[src/rtl/mc_main_controller_if.sv]
// Control bus between the multi-cycle MIPS main controller and its datapath.
// The controller takes the master side: it reads opcode/zero and drives every control line.
interface mc_main_controller_if;
  logic [5:0] opcode;
  logic       zero;
  logic       pc_write;
  logic       pc_write_cond;
  logic       pc_ld;
  logic       i_or_d;
  logic       mem_read;
  logic       mem_write;
  logic       ir_write;
  logic       reg_write;
  logic       reg_dst;
  logic       mem_to_reg;
  logic       alu_src_a;
  logic [1:0] alu_src_b;
  logic [1:0] pc_src;
  logic [1:0] alu_op;
  logic       instr_done;

  modport master (
    input  opcode, zero,
    output pc_write, pc_write_cond, pc_ld, i_or_d, mem_read, mem_write, ir_write,
           reg_write, reg_dst, mem_to_reg, alu_src_a, alu_src_b, pc_src, alu_op,
           instr_done
  );

  modport slave (
    output opcode, zero,
    input  pc_write, pc_write_cond, pc_ld, i_or_d, mem_read, mem_write, ir_write,
           reg_write, reg_dst, mem_to_reg, alu_src_a, alu_src_b, pc_src, alu_op,
           instr_done
  );
endinterface

[src/rtl/mc_main_controller.sv]
// Moore main control FSM for the multi-cycle MIPS datapath.
// Steps fetch/decode/execute/memory/write-back one state per clock and drives all control lines.
module mc_main_controller (
  input logic                  clk,
  input logic                  rst,
  mc_main_controller_if.master bus
);

  localparam logic [5:0] OP_RTYPE = 6'b000000;
  localparam logic [5:0] OP_LW    = 6'b100011;
  localparam logic [5:0] OP_SW    = 6'b101011;
  localparam logic [5:0] OP_BEQ   = 6'b000100;
  localparam logic [5:0] OP_J     = 6'b000010;
  localparam logic [5:0] OP_ADDI  = 6'b001000;
  localparam logic [5:0] OP_SLTI  = 6'b001010;

  typedef enum logic [3:0] {
    S_IF      = 4'd0,
    S_ID      = 4'd1,
    S_MEM_ADR = 4'd2,
    S_MEM_RD  = 4'd3,
    S_MEM_WB  = 4'd4,
    S_MEM_WR  = 4'd5,
    S_R_EX    = 4'd6,
    S_R_WB    = 4'd7,
    S_I_EX    = 4'd8,
    S_I_WB    = 4'd9,
    S_BEQ     = 4'd10,
    S_JMP     = 4'd11
  } state_t;

  state_t state;
  state_t state_next;

  always_ff @(posedge clk or posedge rst) begin
    if (rst) state <= S_IF;
    else     state <= state_next;
  end

  always_comb begin
    state_next = S_IF;
    case (state)
      S_IF: state_next = S_ID;
      S_ID: begin
        case (bus.opcode)
          OP_LW, OP_SW:     state_next = S_MEM_ADR;
          OP_RTYPE:         state_next = S_R_EX;
          OP_BEQ:           state_next = S_BEQ;
          OP_J:             state_next = S_JMP;
          OP_ADDI, OP_SLTI: state_next = S_I_EX;
          default:          state_next = S_IF;
        endcase
      end
      S_MEM_ADR: state_next = (bus.opcode == OP_SW) ? S_MEM_WR : S_MEM_RD;
      S_MEM_RD:  state_next = S_MEM_WB;
      S_R_EX:    state_next = S_R_WB;
      S_I_EX:    state_next = S_I_WB;
      default:   state_next = S_IF;
    endcase
  end

  // Outputs come from the registered state only, and are all held low while rst is asserted
  // even though the state register already reads IF during reset.
  always_comb begin
    bus.pc_write      = 1'b0;
    bus.pc_write_cond = 1'b0;
    bus.i_or_d        = 1'b0;
    bus.mem_read      = 1'b0;
    bus.mem_write     = 1'b0;
    bus.ir_write      = 1'b0;
    bus.reg_write     = 1'b0;
    bus.reg_dst       = 1'b0;
    bus.mem_to_reg    = 1'b0;
    bus.alu_src_a     = 1'b0;
    bus.alu_src_b     = 2'b00;
    bus.pc_src        = 2'b00;
    bus.alu_op        = 2'b00;
    bus.instr_done    = 1'b0;
    if (!rst) begin
      case (state)
        S_IF: begin
          bus.mem_read  = 1'b1;
          bus.ir_write  = 1'b1;
          bus.pc_write  = 1'b1;
          bus.alu_src_b = 2'b01;
        end
        S_ID: begin
          bus.alu_src_b = 2'b11;
          case (bus.opcode)
            OP_LW, OP_SW, OP_RTYPE, OP_BEQ, OP_J, OP_ADDI, OP_SLTI: bus.instr_done = 1'b0;
            default:                                                bus.instr_done = 1'b1;
          endcase
        end
        S_MEM_ADR: begin
          bus.alu_src_a = 1'b1;
          bus.alu_src_b = 2'b10;
        end
        S_MEM_RD: begin
          bus.mem_read = 1'b1;
          bus.i_or_d   = 1'b1;
        end
        S_MEM_WB: begin
          bus.reg_write  = 1'b1;
          bus.mem_to_reg = 1'b1;
          bus.instr_done = 1'b1;
        end
        S_MEM_WR: begin
          bus.mem_write  = 1'b1;
          bus.i_or_d     = 1'b1;
          bus.instr_done = 1'b1;
        end
        S_R_EX: begin
          bus.alu_src_a = 1'b1;
          bus.alu_op    = 2'b10;
        end
        S_R_WB: begin
          bus.reg_write  = 1'b1;
          bus.reg_dst    = 1'b1;
          bus.instr_done = 1'b1;
        end
        S_I_EX: begin
          bus.alu_src_a = 1'b1;
          bus.alu_src_b = 2'b10;
          bus.alu_op    = (bus.opcode == OP_SLTI) ? 2'b11 : 2'b00;
        end
        S_I_WB: begin
          bus.reg_write  = 1'b1;
          bus.instr_done = 1'b1;
        end
        S_BEQ: begin
          bus.alu_src_a     = 1'b1;
          bus.alu_op        = 2'b01;
          bus.pc_write_cond = 1'b1;
          bus.pc_src        = 2'b01;
          bus.instr_done    = 1'b1;
        end
        S_JMP: begin
          bus.pc_write   = 1'b1;
          bus.pc_src     = 2'b10;
          bus.instr_done = 1'b1;
        end
        default: bus.instr_done = 1'b0;
      endcase
    end
  end

  assign bus.pc_ld = bus.pc_write | (bus.pc_write_cond & bus.zero);

endmodule

[src/flat_wrapper.sv]
// flat-port wrapper written by rule: the top's interface ports become plain ports
module mc_main_controller_flat 
  (clk, rst, bus_opcode, bus_zero, bus_pc_write, bus_pc_write_cond, bus_pc_ld, bus_i_or_d, bus_mem_read, bus_mem_write, bus_ir_write, bus_reg_write, bus_reg_dst, bus_mem_to_reg, bus_alu_src_a, bus_alu_src_b, bus_pc_src, bus_alu_op, bus_instr_done);
  mc_main_controller_if bus_i ();
  input logic clk;
  input logic rst;
  input wire logic [$bits(bus_i.opcode)-1:0] bus_opcode;
  input wire logic [$bits(bus_i.zero)-1:0] bus_zero;
  output wire logic [$bits(bus_i.pc_write)-1:0] bus_pc_write;
  output wire logic [$bits(bus_i.pc_write_cond)-1:0] bus_pc_write_cond;
  output wire logic [$bits(bus_i.pc_ld)-1:0] bus_pc_ld;
  output wire logic [$bits(bus_i.i_or_d)-1:0] bus_i_or_d;
  output wire logic [$bits(bus_i.mem_read)-1:0] bus_mem_read;
  output wire logic [$bits(bus_i.mem_write)-1:0] bus_mem_write;
  output wire logic [$bits(bus_i.ir_write)-1:0] bus_ir_write;
  output wire logic [$bits(bus_i.reg_write)-1:0] bus_reg_write;
  output wire logic [$bits(bus_i.reg_dst)-1:0] bus_reg_dst;
  output wire logic [$bits(bus_i.mem_to_reg)-1:0] bus_mem_to_reg;
  output wire logic [$bits(bus_i.alu_src_a)-1:0] bus_alu_src_a;
  output wire logic [$bits(bus_i.alu_src_b)-1:0] bus_alu_src_b;
  output wire logic [$bits(bus_i.pc_src)-1:0] bus_pc_src;
  output wire logic [$bits(bus_i.alu_op)-1:0] bus_alu_op;
  output wire logic [$bits(bus_i.instr_done)-1:0] bus_instr_done;
  assign bus_i.opcode = bus_opcode;
  assign bus_i.zero = bus_zero;
  assign bus_pc_write = bus_i.pc_write;
  assign bus_pc_write_cond = bus_i.pc_write_cond;
  assign bus_pc_ld = bus_i.pc_ld;
  assign bus_i_or_d = bus_i.i_or_d;
  assign bus_mem_read = bus_i.mem_read;
  assign bus_mem_write = bus_i.mem_write;
  assign bus_ir_write = bus_i.ir_write;
  assign bus_reg_write = bus_i.reg_write;
  assign bus_reg_dst = bus_i.reg_dst;
  assign bus_mem_to_reg = bus_i.mem_to_reg;
  assign bus_alu_src_a = bus_i.alu_src_a;
  assign bus_alu_src_b = bus_i.alu_src_b;
  assign bus_pc_src = bus_i.pc_src;
  assign bus_alu_op = bus_i.alu_op;
  assign bus_instr_done = bus_i.instr_done;
  mc_main_controller u_core (.clk(clk), .rst(rst), .bus(bus_i));
endmodule
[config.mk]
export PLATFORM = sky130hd
export DESIGN_NAME = mc_main_controller_flat
export DESIGN_NICKNAME = d
export VERILOG_FILES = /design/src/rtl/mc_main_controller_if.sv /design/src/rtl/mc_main_controller.sv /design/src/flat_wrapper.sv
export SDC_FILE = /design/constraint.sdc
export NUM_CORES = 1
export LEC_CHECK = 0
export ABC_AREA = 1
export CORE_UTILIZATION = 38
export CTS_CLUSTER_SIZE = 30
export DETAILED_ROUTE_END_ITERATION = 10
export GPL_TIMING_DRIVEN = 0
export HOLD_SLACK_MARGIN = 0.1
export PLACE_DENSITY = 0.85
export SLEW_MARGIN = 15
export SYNTH_ARGS = -nofsm -noshare
export SYNTH_HDL_FRONTEND = slang
export SYNTH_SLANG_ARGS = --single-unit
[constraint.sdc]
create_clock -name clk -period 1.3 [get_ports clk]
set_input_delay 0.13 -clock clk [delete_from_list [all_inputs] [get_ports clk]]
set_output_delay 0.13 -clock clk [all_outputs]
set_load 0.01 [all_outputs]
### Congestion heat map

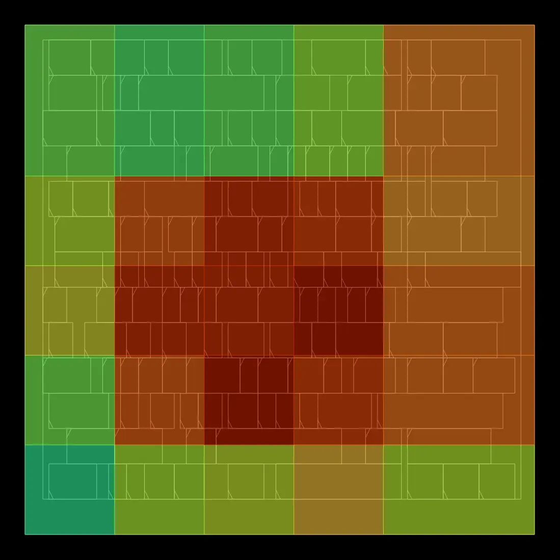
met3 usage: 4.62%
Final Util: 87.1%
global route hottest layer: met2

==> reports/results.txt <==
placed insts - 137
Clk pwr share - 10.6%
Fill cells - 68
Log Warnings - 28
largest net degree at the start of global routing - 11
Syn Std Cell Area - 527 sq um
Root Driver - clkbuf_4
Crit. End Element - output port
worst setup margin - -0.415 ns
drt wl/cell - 17.1 microns
synthesized net count - 105
Placer Congestion - 0.869
Non-Clock Buffer Area Fraction - 37.5%
total track usage - 26.1%
Finished Layout Cells - 164
Post-CTS Setup Bufs - 15
sequential share of power - 13.8%
post-synthesis adder-cell area fraction - 0%
synth cell count leaders - inv_1, nand2_1, nor2_1, a21oi_1, nand3_1
dpl ws - -0.665 ns
Max Used Layer - met4
cell count after synthesis - 96
GR Util met2 - 44.2%
PostCTS Resize Cnt - 109
Pwr per Cell Area - 1440 nW/um^2
most instantiated library cell after synthesis - inv_1
antenna cell count - 0
Init Core Util - 40.5%
main flop type - dfrtp_1
period utilisation layout - 132%
crit path kind - register to output port
Yosys Warn Count - 0
Slew Viols, Final - 0
Final Power - 1630 uW
wire length on met1 - 961 microns
GR Overflow Total - 0
RR Endpoint - u_core.state[3]
Comb. pwr - 1240 uW
Signal inverters - 22
Flop+latch power - 225 uW
Final Setup Violations - 20
vias - 924
clk sink count - 4
P_leak - 0.000584 uW
xor+xnor area frac - 0%
number of flip-flops in the largest register - 4
Final Cell Area - 1130 sq um
Reg with most FFs - u_core.state
top power group - combinational logic
failing checks - setup timing
Non-clock buffers - 52
register area - 105 sq um
initial drt markers - 47
Die Width - 39.2 microns
Slew HR - 77.2%
maximum VDD drop - 0.729 mV
Clock group - 174 uW
# Taps - 15
Antenna Nets Post-Route - 0
Post-synth area hogs - dfrtp_1, inv_1, nand2_1, nor2_1, a21oi_1
crit-path cells - buf_4 -> buf_4 -> nand2_2 -> nor2_2 -> a21oi_1 -> a21oi_1 -> buf_2
min Tclk post-route - 1.72 ns
area leader, netlist - dfrtp_1
Gate power share - 75.6%
sequential area share after synthesis - 19.0%
first-pass GRT wire length - 2690 microns
async set-reset flop share out of synthesis - 100%
Crit-path slowest cell - dfrtp_2
met3 routed WL - 240 microns
status - finished with violations
crit-path leading delay family - flip-flops
routed wl met2 - 1460 microns
placed cell areas - 806 sq um
Routed WL - 2800 microns
mux share - 0%
beginning of the critical path - u_core.state[2]
H-tree depth - 1
YS chip area - 527 sq um
first-pass iteration count of the detailed router - 5
P_int - 834 uW
post-synth top area share - 19.0%
crit start category - register
end of the critical path - bus_instr_done
M1 GR Usage - 31.4%
CP Depth - 7
Cell Rows - 13
Buf/Inv on CP - 3
Largest regs - u_core.state x4
count of cell types in the netlist - 21
CP arrival - 1.59 ns
Combinational Area - 469 sq um
crit path max fanout - 3
chip area - 1540 sq um
smallest hold slack - 0.279 ns
yosys cell count - 96
Worst Hold Class - input port to register
Top cell excl fill/tap - buf_4
Worst Min Path Start - bus_opcode[2]
### Nets reached from selected ports

Bar = 10 microns.
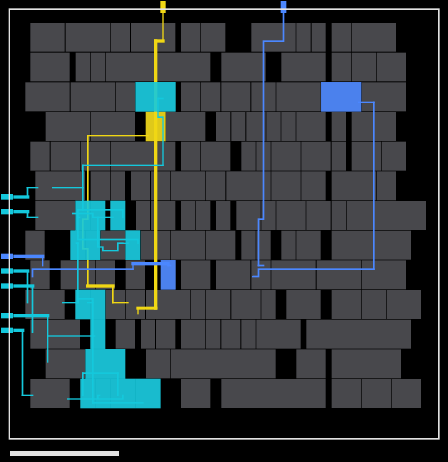
bus_opcode: in cyan, bits 6, direction input, edge left, end cells 15, wire 116 microns. bus_instr_done: in yellow, bits 1, direction output, edge top, end cells 1, wire 55.3 microns. bus_alu_src_b: in blue, bits 2, direction output, edge 1 top, 1 left, end cells 2, wire 71.8 microns.
number of port buffers: 26
I/O Pins: 27

Power is estimated from default activity; no workload was simulated.
